Register map, names as in the netlist:
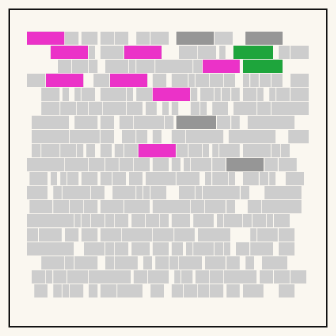
Supply network:
Pins as bars on the die edge. Tap cells in gray.
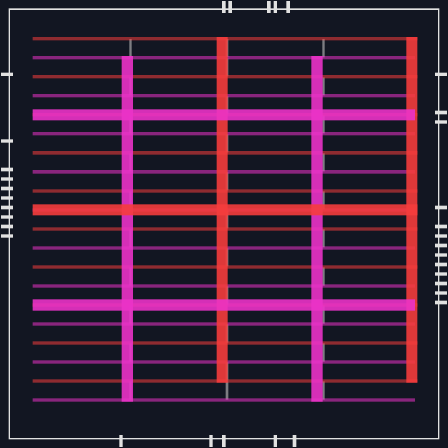
File: config.mk
export PLATFORM = sky130hd
export DESIGN_NAME = branch_unit
export DESIGN_NICKNAME = d
export VERILOG_FILES = /design/src/rtl/cpu_pkg.sv /design/src/rtl/branch_unit_jump_lut.sv /design/src/rtl/branch_unit.sv
export SDC_FILE = /design/constraint.sdc
export NUM_CORES = 1
export LEC_CHECK = 0
export CAP_MARGIN = 30
export CORE_MARGIN = 3
export CORE_UTILIZATION = 47
export CTS_BUF_LIST = sky130_fd_sc_hd__clkbuf_4 sky130_fd_sc_hd__clkbuf_8
export CTS_CLUSTER_DIAMETER = 120
export DETAILED_ROUTE_END_ITERATION = 10
export PLACE_DENSITY = 0.79
export RECOVER_POWER = 100
export SLEW_MARGIN = 20
export SYNTH_ARGS = -nofsm -noshare
export SYNTH_HDL_FRONTEND = slang
export SYNTH_SLANG_ARGS = --single-unit
export TNS_END_PERCENT = 30
File: constraint.sdc
create_clock -name Clk -period 2 [get_ports Clk]
set_input_delay 0.4 -clock Clk [delete_from_list [all_inputs] [get_ports Clk]]
set_output_delay 0.4 -clock Clk [all_outputs]
set_load 0.05 [all_outputs]
File: src/rtl/cpu_pkg.sv
// cpu_pkg: shared definitions for the branch unit and its jump-target ROM.
//   - Branch-class opcode, condition codes and the reserved link indices.
//   - Branch unit run/halt states.
//   - Default PC and instruction widths.
//   - lut_image(): built-in jump-target image used by jump_lut.
package cpu_pkg;

    localparam int unsigned PW_DEF = 8;
    localparam int unsigned IW_DEF = 9;

    localparam logic [2:0] OP_BRANCH = 3'b111;
    localparam logic [3:0] IDX_HALT  = 4'd14;
    localparam logic [3:0] IDX_RET   = 4'd15;

    typedef enum logic [1:0] {C_BR, C_BZ, C_BNZ, C_LINK} cond_t;
    typedef enum logic [1:0] {IDLE, RUN, HALT} bu_state_t;

    // Jump-target image: entry i holds 13*i + 1 (entry 3 -> 40).
    function automatic int unsigned lut_image(input int unsigned i);
        return 13 * i + 1;
    endfunction

endpackage

File: src/rtl/branch_unit_jump_lut.sv
// jump_lut: LUT_DEPTH x PW jump-target ROM with asynchronous read.
// Ports:
//   idx  in   $clog2(LUT_DEPTH)  entry select (Instruction[3:0])
//   data out  PW                 jump target stored at idx
// LUT_FILE names the ROM image; an empty name yields an all-zero ROM,
// any other name selects the built-in image from cpu_pkg::lut_image.
module jump_lut
    import cpu_pkg::*;
#(
    parameter int unsigned PW        = PW_DEF,
    parameter int unsigned LUT_DEPTH = 16,
    parameter              LUT_FILE  = "jump_lut.hex"
) (
    input  logic [$clog2(LUT_DEPTH)-1:0] idx,
    output logic [PW-1:0]                data
);

    logic [PW-1:0] rom [LUT_DEPTH];

    for (genvar i = 0; i < LUT_DEPTH; i++) begin : g_rom
        if (LUT_FILE == "") begin : g_blank
            assign rom[i] = '0;
        end else begin : g_image
            assign rom[i] = PW'(lut_image(i));
        end
    end

    assign data = rom[idx];

endmodule

File: src/rtl/branch_unit.sv
// branch_unit: decodes branch-class instructions and drives the PC's
// Jen/Jump inputs combinationally; holds the Z flag, link storage and the
// IDLE/RUN/HALT state machine.
// Ports:
//   Clk, Reset   clock, synchronous active-high reset
//   start        pulse: (re)start a program, enters RUN
//   Instruction  current instruction (IW bits)
//   PC           address of current instruction (PW bits)
//   zero_in      ALU zero result, captured into Z when flag_we in RUN
//   flag_we      Z write enable
//   Jen, Jump    jump enable / target to the PC (combinational)
//   done         registered, high while halted
//   link_err     registered, sticky: RET on empty link or dropped push
// Optional macro LINK_STACK_EN: link becomes a STACK_DEPTH-entry LIFO;
// otherwise a single link register (STACK_DEPTH unused).
module branch_unit
    import cpu_pkg::*;
#(
    parameter int unsigned PW          = PW_DEF,
    parameter int unsigned IW          = IW_DEF,
    parameter int unsigned LUT_DEPTH   = 16,
    parameter int unsigned STACK_DEPTH = 4,
    parameter              LUT_FILE    = "jump_lut.hex"
) (
    input  logic          Clk,
    input  logic          Reset,
    input  logic          start,
    input  logic [IW-1:0] Instruction,
    input  logic [PW-1:0] PC,
    input  logic          zero_in,
    input  logic          flag_we,
    output logic          Jen,
    output logic [PW-1:0] Jump,
    output logic          done,
    output logic          link_err
);

    bu_state_t     state, state_next;
    logic          z;
    logic [2:0]    op;
    cond_t         cond;
    logic [3:0]    idx;
    logic [PW-1:0] lut_data;
    logic [PW-1:0] link_top;
    logic          link_valid;
    logic          push, pop, ret_miss, push_drop;

    assign op   = Instruction[IW-1 -: 3];
    assign cond = cond_t'(Instruction[5:4]);
    assign idx  = Instruction[3:0];

    jump_lut #(
        .PW       (PW),
        .LUT_DEPTH(LUT_DEPTH),
        .LUT_FILE (LUT_FILE)
    ) u_lut (
        .idx (idx),
        .data(lut_data)
    );

    always_comb begin
        state_next = state;
        Jen        = 1'b0;
        Jump       = '0;
        push       = 1'b0;
        pop        = 1'b0;
        ret_miss   = 1'b0;
        unique case (state)
            IDLE: ;
            RUN: begin
                if (op == OP_BRANCH) begin
                    unique case (cond)
                        C_BR: begin
                            Jen  = 1'b1;
                            Jump = lut_data;
                        end
                        C_BZ: if (z) begin
                            Jen  = 1'b1;
                            Jump = lut_data;
                        end
                        C_BNZ: if (!z) begin
                            Jen  = 1'b1;
                            Jump = lut_data;
                        end
                        C_LINK: begin
                            if (idx == IDX_HALT) begin
                                // Hold the PC on the HALT instruction itself.
                                Jen        = 1'b1;
                                Jump       = PC;
                                state_next = HALT;
                            end else if (idx == IDX_RET) begin
                                if (link_valid) begin
                                    Jen  = 1'b1;
                                    Jump = link_top;
                                    pop  = 1'b1;
                                end else begin
                                    ret_miss = 1'b1;
                                end
                            end else begin
                                Jen  = 1'b1;
                                Jump = lut_data;
                                push = 1'b1;
                            end
                        end
                        default: ;
                    endcase
                end
            end
            HALT: begin
                Jen  = 1'b1;
                Jump = PC;
            end
            default: state_next = IDLE;
        endcase
        // Outputs above follow the current state; start only redirects the next state.
        if (start) state_next = RUN;
    end

    always_ff @(posedge Clk) begin
        if (Reset) begin
            state    <= IDLE;
            z        <= 1'b0;
            done     <= 1'b0;
            link_err <= 1'b0;
        end else begin
            state <= state_next;
            done  <= (state_next == HALT);
            if (start) begin
                z        <= 1'b0;
                link_err <= 1'b0;
            end else begin
                if (state == RUN && flag_we) z <= zero_in;
                if (ret_miss || push_drop) link_err <= 1'b1;
            end
        end
    end

`ifdef LINK_STACK_EN
    localparam int unsigned SW = (STACK_DEPTH > 1) ? $clog2(STACK_DEPTH) : 1;
    localparam int unsigned CW = $clog2(STACK_DEPTH + 1);

    logic [PW-1:0] stack [STACK_DEPTH];
    logic [CW-1:0] count;

    assign link_valid = (count != '0);
    assign push_drop  = push && (count == CW'(STACK_DEPTH));
    assign link_top   = stack[SW'(count - 1'b1)];

    always_ff @(posedge Clk) begin
        if (Reset || start) begin
            count <= '0;
        end else if (push && !push_drop) begin
            stack[SW'(count)] <= PC + PW'(1);
            count             <= count + 1'b1;
        end else if (pop) begin
            count <= count - 1'b1;
        end
    end
`else
    logic [PW-1:0] link_reg;
    logic          link_vld;

    assign link_valid = link_vld;
    assign link_top   = link_reg;
    assign push_drop  = 1'b0;

    always_ff @(posedge Clk) begin
        if (Reset || start) begin
            link_reg <= '0;
            link_vld <= 1'b0;
        end else if (push) begin
            link_reg <= PC + PW'(1);
            link_vld <= 1'b1;
        end else if (pop) begin
            link_vld <= 1'b0;
        end
    end

    // Single link register: depth setting has no effect in this build.
    if (STACK_DEPTH == 0) begin : g_stack_depth_unused
    end
`endif

endmodule

==> results.py <==
# Auto-generated metrics
metrics = {
    "clocking": {
        "htree_levels": 1,
        "postCtsResizedCells": 58,
        "cts.reportedPaths.clkPinSlew_ns": 0.09,
        "postCtsHoldBufs": 0,
        "cts.repair_timing.setup_buffer_count": 2,
        "clock_tree_from_tritoncts": "done",
        "clockRootBuffer": "clkbuf_4",
        "clock.latency.late_pin_ns": 0.28,
        "buffer_depth_of_the_longest_clock_path": 2,
        "cts_inserted_buffers": 3,
        "cts.sink_count": 14,
    },
    "placement": {
        "port_buffers": 32,
        "gp_congestion": 0.950,
        "dp_slack_ns": -0.770,
        "placed_cells": 280,
        "detailedPlacementHpwl_mm": 3.80,
        "placement.cell_area_sq_mm": 0.00222,
    },
    "drt": {
        "route.antenna.remaining_nets": 0,
        "postRouteWirelength_mm": 5.63,
        "drt_drc_violations_left": 0,
        "drt-initial-drc-count": 127,
        "routed_wire_length_per_instance_um": 19.6,
        "viasPerCell": 6.46,
        "firstDrtPassIters": 4,
        "total_number_of_vias": 1861,
    },
    "floorplanning": {
        "tapCellCount": 31,
        "die-width_um": 61.2,
        "num_io_pins": 33,
        "floorplan_core_area_sq_mm": 0.00283,
        "chip_area_sq_mm": 0.00375,
        "die_y_um": 61.2,
        "placement_rows": 19,
        "floorplan.initialDensity_pct": 50.7,
    },
    "power": {
        "p_sw_share_pct": 33.1,
        "overall_power_w": 0.000827,
        "clock_power_share_pct": 25.3,
        "internal_power_w": 0.000553,
        "worst_ir_drop_vdd_mv": 0.437,
        "power.net_switching_w": 0.000274,
        "share_comb_of_total_power_pct": 40.4,
        "power-per-cell-area_mw_per_mm2": 340,
        "comb-power_w": 0.000334,
        "power_leader": "combinational logic",
        "p_leak_nw": 0.916,
        "pwr.group.clock_w": 0.000209,
        "power.share.sequential_pct": 34.3,
    },
    "critical_path": {
        "worstPathRequired_ns": 1.60,
        "regToRegSetupSlack_ns": 0.08,
        "cp_cell_sequence": "inv_4 > ha_4 > nand4_4 > buf_6 > nor2_1 > o21ai_1 > o221a_2 > nor2_4 > buf_12",
        "crit_path_end": "Jump[6]",
        "critical_path_s_slowest_cell": "dfxtp_2",
        "crit_path_start_kind": "flop",
        "endpoint_kind": "output port",
        "critical_path.max_stage_delay_ns": 0.34,
        "crit_path_category": "flop to output port",
        "r2r-start": "state[1]",
        "worst_r2r_endpoint": "link_reg[3]",
        "r2r_cells": 9,
        "cp-startpoint": "state[1]",
        "worstPathArrival_ns": 1.93,
        "critPathMaxFanout": 4,
    },
    "final_timing": {
        "slew_headroom_pct": 45.7,
        "grt_setup_unrepaired": "yes",
        "fin_tns_setup_ns": -2.53,
        "worst_clock_skew_ns": 0.00159,
        "report.final.slew_viol_count": 0,
        "finalHoldViolations": 0,
        "fin_worst_hold_slack_ns": 0.495,
        "worst_setup_slack_final_ns": -0.333,
        "tightestPinTransition_ns": 0.815,
        "post-route-period-util_pct": 117,
        "setup_viol_count_final": 9,
        "fmax_mhz": 429,
        "finalCriticalPeriod_ns": 2.33,
    },
    "final_layout": {
        "largest_cell_class": "logic gates",
        "clockBufferCount": 4,
        "clkCellAreaFrac_pct": 1.49,
        "num-fill-cells": 152,
        "registers": 14,
        "final_area_sq_mm": 0.00244,
        "drive_gt1_share_pct": 47.1,
        "area_share_nonclk_buffers_pct": 30.9,
        "layout.cells.non_filler": 288,
        "multiInputCombCellCount": 152,
        "n_all_buffers": 79,
        "design.final.nets": 291,
        "most-common-layout-cells": "buf_4, nand2_1, nor2_1",
        "flow.area_growth_from_synthesis_pct": 70.0,
        "insertedDiodeCount": 0,
        "layout_top_cell_excl_fill_tap": "buf_4",
        "num-nonclk-inverters": 8,
        "largest_register_ffs": 8,
        "combAreaFraction_pct": 52.9,
        "layout.area.comb_sq_mm": 0.00129,
    },
    "synth": {
        "summed_instance_area_of_the_synthesized_netlist_sq_mm": 0.00143,
        "ys.flop_type": "dfxtp_1",
        "yosys.cell_types.count": 51,
        "netlist.top_cell.by_area": "dfxtp_1",
        "synth-edff-count": 0,
        "synthesis.yosys.warnings": 0,
        "ys_area_sq_mm": 0.00143,
        "yosys.area.top_type_share_pct": 19.5,
        "synth.most_common_cell": "nor2_1",
        "synth-seq-cells": 14,
        "sequential_share_of_the_synthesized_area_pct": 19.5,
        "topCellsByArea": "dfxtp_1, ha_1, a21oi_1",
        "syn-num-nets": 218,
        "postSynthCellCount": 185,
        "synth.yosys.num_cells": 185,
        "top_cells_by_count": "nor2_1, a21oi_1, nand2_1",
        "synthArstFlopShare_pct": 0,
        "postSynthAreaPerCell_sq_um": 7.75,
    },
    "global_route": {
        "vias_in_the_first_global_route": 1879,
        "gr-usage-all-layers_pct": 30.3,
        "grt_pass1_wl_mm": 8.50,
        "largest_net_degree_at_the_start_of_global_routing": 16,
        "antenna_violations_before_repair": 0,
        "globalRouteOverflowTotal": 0,
    },
    "flow_run": {
        "warnings": 37,
        "maxCapViolations": 0,
    },
    "worst_hold_path": {
        "hold_path_startpoint": "link_err",
        "min-delay-path-class": "flop to flop",
        "whs_path_depth": 2,
        "hold-path-endpoint": "link_err",
    },
    "status": {
        "result_of_the_run": "finished with violations",
        "violations": "negative setup slack",
    },
}
-- 'register map, names as in the netlist' (at the start) --
netlist name	color	sequential cells
state	green	2
link_reg	magenta	8
reported sequential group power: 0.000284 W
register share of the cell area: 11.7%
core occupancy in the finished layout: 86.2%
storage element area: 284 sq um

-- 'supply network' (at the start) --
net	color
VSS	magenta
VDD	red
met4 straps	4
met5 straps	3
rows	19
signal pins	33

-- cells by family after synthesis --
family / count (synthesis) / share of synthesized area [%]
DFF: 14 / 19.5
buffers and inverters: 19 / 6.98
adders and majority gates: 11 / 9.60
xor gates and xnor gates: 7 / 4.28
muxes: 3 / 3.05
and+or+nand+nor: 65 / 24.3
AOI/OAI and AO/OA: 66 / 32.2
-- worst max-delay path, delay by kind of cell, from the launching register on --
kind            cells  cell delay [ns]
compound gates      2             0.39
fa+ha+maj           1             0.15
buf+inv             3             0.36
flops               1             0.34
simple gates        3             0.39
-- layer usage --
layer / track usage (%) / vias to the layer above / routed length, um
met5: 0 / - / 0
met4: 11.5 / 0 / 223
met3: 6.08 / 24 / 418
met2: 55.4 / 120 / 2880
met1: 34.3 / 881 / 2110
li1: - / 836 / -
No activity file was given, so power comes from the tool's default toggle rates.
